### config.mk
export PLATFORM = sky130hd
export DESIGN_NAME = orv64_inst_align
export DESIGN_NICKNAME = d
export VERILOG_FILES = /design/src/rtl/orv64_typedef_pkg.sv /design/src/rtl/orv64_parcel_queue.sv /design/src/rtl/orv64_inst_align.sv
export SDC_FILE = /design/constraint.sdc
export NUM_CORES = 1
export LEC_CHECK = 0
export CAP_MARGIN = 0
export CELL_PAD_IN_SITES_DETAIL_PLACEMENT = 1
export CELL_PAD_IN_SITES_GLOBAL_PLACEMENT = 2
export CORE_ASPECT_RATIO = 0.9
export CORE_MARGIN = 1.5
export CORE_UTILIZATION = 26
export DETAILED_ROUTE_END_ITERATION = 16
export GPL_ROUTABILITY_DRIVEN = 0
export PLACE_DENSITY_LB_ADDON = 0.1
export SYNTH_ARGS = -nofsm -noshare
export SYNTH_HDL_FRONTEND = slang
export SYNTH_SLANG_ARGS = --single-unit
### constraint.sdc
create_clock -name clk -period 4.25 [get_ports clk]
set_input_delay 0.85 -clock clk [delete_from_list [all_inputs] [get_ports clk]]
set_output_delay 0.85 -clock clk [all_outputs]
set_load 0.02 [all_outputs]
### src/rtl/orv64_typedef_pkg.sv
// Shared ORV64 front-end types: fetch-to-align and align-to-decode bundles,
// plus the parcel entry held inside the alignment queue.
package orv64_typedef_pkg;

    localparam int ORV64_PARCEL_WIDTH     = 16;
    localparam int ORV64_PC_WIDTH         = 39;
    localparam int ORV64_EXCP_CAUSE_WIDTH = 4;

    typedef logic [ORV64_PARCEL_WIDTH-1:0] orv64_parcel_t;

    typedef struct packed {
        logic [31:0]                       data;
        logic [ORV64_PC_WIDTH-1:0]         pc;
        logic                              excp_valid;
        logic [ORV64_EXCP_CAUSE_WIDTH-1:0] excp_cause;
    } orv64_ib2align_t;

    typedef struct packed {
        logic [31:0]                       inst;
        logic                              is_rvc;
        logic [ORV64_PC_WIDTH-1:0]         pc;
        logic                              excp_valid;
        logic [ORV64_EXCP_CAUSE_WIDTH-1:0] excp_cause;
        logic [ORV64_PC_WIDTH-1:0]         excp_tval;
    } orv64_align2id_t;

    typedef struct packed {
        orv64_parcel_t                     data;
        logic                              excp;
        logic [ORV64_EXCP_CAUSE_WIDTH-1:0] cause;
    } orv64_parcel_entry_t;

    typedef enum logic {
        ALIGN_RUN       = 1'b0,
        ALIGN_EXCP_HOLD = 1'b1
    } orv64_align_state_e;

    // Anything other than 2'b11 in the low bits is a compressed encoding.
    function automatic logic is_rvc_parcel(input orv64_parcel_t p);
        return p[1:0] != 2'b11;
    endfunction

endpackage

### src/rtl/orv64_parcel_queue.sv
// Four-entry shifting parcel FIFO: pops 0/1/2 from the head, then appends 0/1/2 behind
// the survivors in the same cycle. No internal flow control; the caller guarantees room.
module orv64_parcel_queue
    import orv64_typedef_pkg::*;
(
    input  logic                      clk,
    input  logic                      rst,
    input  logic                      flush,
    input  logic [1:0]                push_cnt,
    input  orv64_parcel_entry_t [1:0] push_entry,
    input  logic [1:0]                pop_cnt,
    output orv64_parcel_entry_t [1:0] head,
    output logic [2:0]                count
);

    localparam int ENTRY_W = $bits(orv64_parcel_entry_t);

    orv64_parcel_entry_t [3:0] q;
    orv64_parcel_entry_t [3:0] q_next;
    logic [2:0]                base;
    logic [2:0]                count_next;

    always_comb begin
        q_next = q >> (ENTRY_W * int'(pop_cnt));
        base   = count - {1'b0, pop_cnt};
        if (push_cnt != 2'd0) begin
            q_next[base[1:0]] = push_entry[0];
        end
        if (push_cnt == 2'd2) begin
            q_next[base[1:0] + 2'd1] = push_entry[1];
        end
        count_next = base + {1'b0, push_cnt};
    end

    always_ff @(posedge clk or posedge rst) begin
        if (rst) begin
            q     <= '0;
            count <= 3'd0;
        end else if (flush) begin
            q     <= '0;
            count <= 3'd0;
        end else begin
            q     <= q_next;
            count <= count_next;
        end
    end

    assign head = q[1:0];

endmodule

### src/rtl/orv64_inst_align.sv
// Re-aligns 32-bit fetch chunks into one RVC or 32-bit instruction per cycle, in order with faults.
// Chunk-to-output latency 1 cycle; in_ready needs <=2 held parcels, an exception holds until flush.
module orv64_inst_align
    import orv64_typedef_pkg::*;
#(
    parameter int PC_WIDTH         = ORV64_PC_WIDTH,
    parameter int NUM_PARCELS      = 4,
    parameter int EXCP_CAUSE_WIDTH = ORV64_EXCP_CAUSE_WIDTH
) (
    input  logic                        clk,
    input  logic                        rst,
    input  logic                        flush,
    input  logic                        in_valid,
    output logic                        in_ready,
    input  logic [31:0]                 in_data,
    input  logic [PC_WIDTH-1:0]         in_pc,
    input  logic                        in_excp_valid,
    input  logic [EXCP_CAUSE_WIDTH-1:0] in_excp_cause,
    output logic                        out_valid,
    input  logic                        out_ready,
    output logic [31:0]                 out_inst,
    output logic                        out_is_rvc,
    output logic [PC_WIDTH-1:0]         out_pc,
    output logic                        out_excp_valid,
    output logic [EXCP_CAUSE_WIDTH-1:0] out_excp_cause,
    output logic [PC_WIDTH-1:0]         out_excp_tval,
    output logic                        align_idle
);

    orv64_ib2align_t           ib;
    orv64_align2id_t           id;
    orv64_parcel_entry_t [1:0] head;
    orv64_parcel_entry_t [1:0] push_entry;
    orv64_align_state_e        state_q;
    orv64_align_state_e        state_d;
    logic [PC_WIDTH-1:0]       head_pc_q;
    logic [PC_WIDTH-1:0]       head_pc_d;
    logic [2:0]                count;
    logic [1:0]                push_cnt;
    logic [1:0]                pop_len;
    logic [1:0]                pop_cnt;
    logic                      accept;
    logic                      fire;
    logic                      inst_vld;

    assign ib = '{data: in_data, pc: in_pc, excp_valid: in_excp_valid, excp_cause: in_excp_cause};

    // Registered count only: a same-cycle pop never opens the input.
    assign in_ready = (count <= 3'(NUM_PARCELS - 2)) && (state_q == ALIGN_RUN) && !flush;
    assign accept   = in_valid && in_ready;

    always_comb begin
        push_cnt      = 2'd0;
        push_entry[0] = '{data: ib.data[15:0],  excp: ib.excp_valid, cause: ib.excp_cause};
        push_entry[1] = '{data: ib.data[31:16], excp: ib.excp_valid, cause: ib.excp_cause};
        if (accept) begin
            push_cnt = ib.pc[1] ? 2'd1 : 2'd2;
            if (ib.pc[1]) begin
                push_entry[0].data = ib.data[31:16];
            end
        end
    end

    orv64_parcel_queue u_queue (
        .clk        (clk),
        .rst        (rst),
        .flush      (flush),
        .push_cnt   (push_cnt),
        .push_entry (push_entry),
        .pop_cnt    (pop_cnt),
        .head       (head),
        .count      (count)
    );

    // A faulting head is reported before any length check; a 32-bit head waits for its upper half.
    always_comb begin
        id       = '0;
        inst_vld = 1'b0;
        pop_len  = 2'd0;
        if (state_q == ALIGN_RUN && count != 3'd0) begin
            if (head[0].excp) begin
                inst_vld      = 1'b1;
                id.pc         = head_pc_q;
                id.excp_valid = 1'b1;
                id.excp_cause = head[0].cause;
                id.excp_tval  = head_pc_q;
            end else if (is_rvc_parcel(head[0].data)) begin
                inst_vld  = 1'b1;
                id.pc     = head_pc_q;
                id.inst   = {16'h0000, head[0].data};
                id.is_rvc = 1'b1;
                pop_len   = 2'd1;
            end else if (count >= 3'd2) begin
                inst_vld = 1'b1;
                id.pc    = head_pc_q;
                if (head[1].excp) begin
                    id.excp_valid = 1'b1;
                    id.excp_cause = head[1].cause;
                    id.excp_tval  = head_pc_q + PC_WIDTH'(2);
                end else begin
                    id.inst = {head[1].data, head[0].data};
                    pop_len = 2'd2;
                end
            end
        end
    end

    assign fire    = inst_vld && out_ready && !flush;
    assign pop_cnt = fire ? pop_len : 2'd0;

    always_comb begin
        state_d   = state_q;
        head_pc_d = head_pc_q;
        if (flush) begin
            state_d = ALIGN_RUN;
        end else begin
            if (fire && id.excp_valid) begin
                state_d = ALIGN_EXCP_HOLD;
            end
            if (accept && count == 3'd0) begin
                head_pc_d = ib.pc;
            end else if (pop_cnt != 2'd0) begin
                head_pc_d = head_pc_q + PC_WIDTH'({pop_cnt, 1'b0});
            end
        end
    end

    always_ff @(posedge clk or posedge rst) begin
        if (rst) begin
            state_q   <= ALIGN_RUN;
            head_pc_q <= '0;
        end else begin
            state_q   <= state_d;
            head_pc_q <= head_pc_d;
        end
    end

    assign out_valid      = inst_vld;
    assign out_inst       = id.inst;
    assign out_is_rvc     = id.is_rvc;
    assign out_pc         = id.pc;
    assign out_excp_valid = id.excp_valid;
    assign out_excp_cause = id.excp_cause;
    assign out_excp_tval  = id.excp_tval;
    assign align_idle     = (count == 3'd0) && (state_q == ALIGN_RUN);

    // Upstream must deliver a gap-free parcel stream while anything is held.
    logic [PC_WIDTH-1:0] chunk_base;
    logic [PC_WIDTH-1:0] expect_base;
    assign chunk_base  = {ib.pc[PC_WIDTH-1:2], 1'b0, ib.pc[0]};
    assign expect_base = head_pc_q + PC_WIDTH'({count, 1'b0});

    a_contiguous: assert property (@(posedge clk) disable iff (rst)
        (accept && count != 3'd0) |-> (chunk_base == expect_base));

endmodule

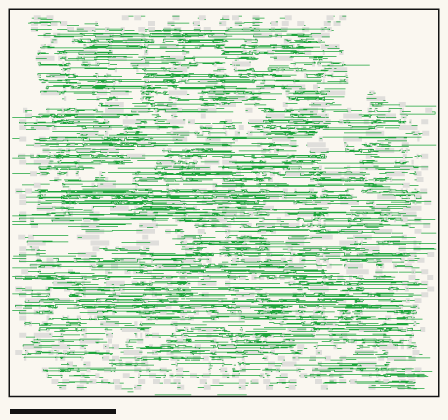
Figure 1: M1 wires.
The bar under the picture is 50 um long. Cells faint in the background.
The longest straight run is 90.2 um. The layer carries 21.0 mm of wire. 1384 nets have wire on it. The wires run mostly horizontal.

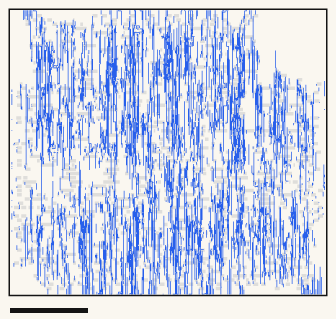
Figure 2: M2 wires.
The bar under the picture is 50 um long. Cells faint in the background.
The wires run mostly vertical. The layer carries 18400 um of wire. The layer holds 45% of the routed length. The longest straight run is 75.5 um.

==> run summary <==
Flow results are below.

- The flow ran to the end, and the final reports show no timing, DRC or antenna violations.
- Entering global routing, the biggest net connects ~83 pins.
- The proportion of netlist area held by the largest area contributor is 0.344, for reference.
- In the Yosys report the total cell count is between 1000 and 1500.
- The height of the die is 182 um, for reference.
- STA reports the tightest min-delay check as being of type flop to flop.
- Per the OpenROAD power report, leakage power amounts to 0.00502 uW.
- The commonest cells after synthesis are sky130_fd_sc_hd__nor2_1 (186), sky130_fd_sc_hd__a21oi_1 (133), sky130_fd_sc_hd__nand2_1 (131).
- The top-level I/O count is 200, for reference.
- The final hold violation count is 0, for reference.
- Excluding fillers, the count of instances in the completed layout stands at 1916.
- Looking at the critical path, the single cell with the biggest stage delay is sky130_fd_sc_hd__clkdlybuf4s50_1.
- The total cell area at the placement stage is 12200 um^2, for reference.
- The synthesized area per cell is 7.50 um^2, for reference.
- The number of different library cells in the post-synthesis netlist is 74, for reference.
- The sum of net half-perimeters after detailed placement is 28500 um, for reference.
- The flow inserted around 470 tap cells.
- The leftover overflow at the end of global routing is 0, for reference.
- The end-of-flow timing check tallies setup violations at 0.
- The register-to-register path setup slack is 0.77 ns, for reference.
- The largest fanout of any net on the critical path is 6, for reference.
- Headroom to the max-slew limit came out at 0.351.
- The iteration tally of the first detailed-router pass is 4, for reference.
- The final instance area is about 13000 um^2, for reference.
- Of the available clock period, the critical path in the final layout requires 0.966.
- The clock group share of total power is 0.186, for reference.
- Derived from the worst setup path, the maximum achievable clock frequency is 0.244 GHz.
- The number of nets handed over by synthesis was 1321.
- Among logic cells in the layout, the one with the most instances is sky130_fd_sc_hd__clkdlybuf4s50_1.
- The worst path arrival time is 3.26 ns, for reference.
- The tool warning count is 27, for reference.
- The adder and majority gate portion of the synthesized area is 0.0133, for reference.
- Timing analysis after detailed placement gives a worst setup slack of -0.131 ns.
- The row count is roughly 65, for reference.
- The H-tree was split into 4 levels.
- The flip-flop and latch area is 3180 um^2, for reference.
- In the final report, the number of pins over their slew limit comes to 0.
- The number of clock buffers inserted by TritonCTS is 17, for reference.
- The core region is 35100 um^2.
- Detailed routing placed a total of 18400 um of wire on met2.
- The global-route wire length before repair is 63800 um, for reference.
- The detailed-route wire length on metal 1 is 21000 um, for reference.
- Leaving out the clock tree, the finished layout contains a buffer count of 289.
- Per the layout report, the design carries 15 non-clock inverters.
- After synthesis, the cell types taking the most area are sky130_fd_sc_hd__dfrtp_1 (34%), sky130_fd_sc_hd__nor2_1 (7.6%), sky130_fd_sc_hd__a21oi_1 (7.2%).
- The startpoint identified for the worst register-to-register timing path is state_q.
- In the layout the commonest cells are sky130_fd_sc_hd__clkdlybuf4s50_1 (193), sky130_fd_sc_hd__nor2_1 (186), sky130_fd_sc_hd__a21oi_1 (133).
- The group with the largest share of power is combinational cells, for reference.
- The final power report lists total power as 8720 uW.
- The synthesized design contains roughly 130 register bits.
- The cell resize tally after clock tree synthesis is 7, for reference.
- The total clock sinks is 127, for reference.
- Multi-input logic gates represent a cell area share of 0.437.
- The clock-cell share of area is 0.0489, for reference.
- Looking at the reg2reg group, the worst path ends at u_queue.q[72].
- After the first detailed-routing iteration, the DRC count stood at 587.
- Per the area breakdown, the dominant cell category is logic gates.
- The aoi/oai-family share of the synthesized area is 0.202, for reference.
- In this run, the synthesized area fraction spent on and/or/nand/nor cells is recorded as 0.296.
- The synthesis report gives the async set-or-reset register share as 1.00.
- In this run, synthesis inferred 0 flip-flops with an integrated enable.
- Sequential cells consume a total of between 2000 and 2500 uW.
- The remaining antenna violation count after routing is 0, for reference.
- The initial core utilization is 0.264, for reference.
- CTS reports a maximum clock tree buffer depth of 2.
- Per the post-synthesis report, the number of cells in the design is approximately 1200.
- The setup slack after layout is 0.144 ns, for reference.
- The overall die size recorded for this design is 36700 um^2.
- The origin of the worst min-delay path is head_pc_q[0], for reference.
- met1 track demand over resource after global routing is 0.334.
- The hold-critical path endpoint is head_pc_q[0], for reference.
- For reference, the most critical setup path is categorized as flop to output port.
- Summed over all routing layers, the global router reports a total usage of 0.227.
- The clock network consumes a total of 1620 uW.
- The met2 routing resource usage after global routing is 0.349, for reference.
- The signal on the critical path passes through buf_4 > nand3_1 > buf_4 > nor4_1 > nor3b_1 > nand2b_1 > xor2_1 > nor2_1 > clkdlybuf4s50_1.
- In the final layout, the fill cell count is 4163.
- The most instantiated flip-flop cell in the synthesis netlist is sky130_fd_sc_hd__dfrtp_1, for reference.
- The final layout contains a sequential cell count of 127.
- The final antenna diode tally reported by the flow is 2.
- Yosys reports a chip area of approximately 9200 um^2.
- Per the placement log, port buffering inserted 199 buffers.
- The clock latency at the later pin of the worst-skew pair is 0.43 ns, for reference.
- Along the worst hold path, the cell count comes to 1.
- The die is 202 um wide.
- The largest stage delay on the critical path is between 0.6 and 0.7 ns, for reference.
- The number of antenna violations at the first check in global routing was 2.
- Between clock sinks in the finished design, the worst skew comes to 0.0127 ns.
- The power density over cell area is 676 nW/um^2, for reference.
- The number of max-capacitance violations reported is 0, for reference.
- In the routed layout, each cell is associated on average with a via count of approximately 5.2.
- The buffering stage count on the worst path with inverters included is 3, for reference.
- The number of multi-input combinational cells in the layout is 983.
- The kind of cell with the highest combined delay on the critical path is simple AND/OR/NAND/NOR gates, for reference.
- STA puts the critical path data required time at 3.40 ns.
- The worst setup path is launched from a flop.
- Leaving out buffers and inverters, the combinational logic in the layout accounts for about 5600 um^2.
- Summed over all nets, the switching power comes to 3970 uW.
Power is estimated from default activity; no workload was simulated.
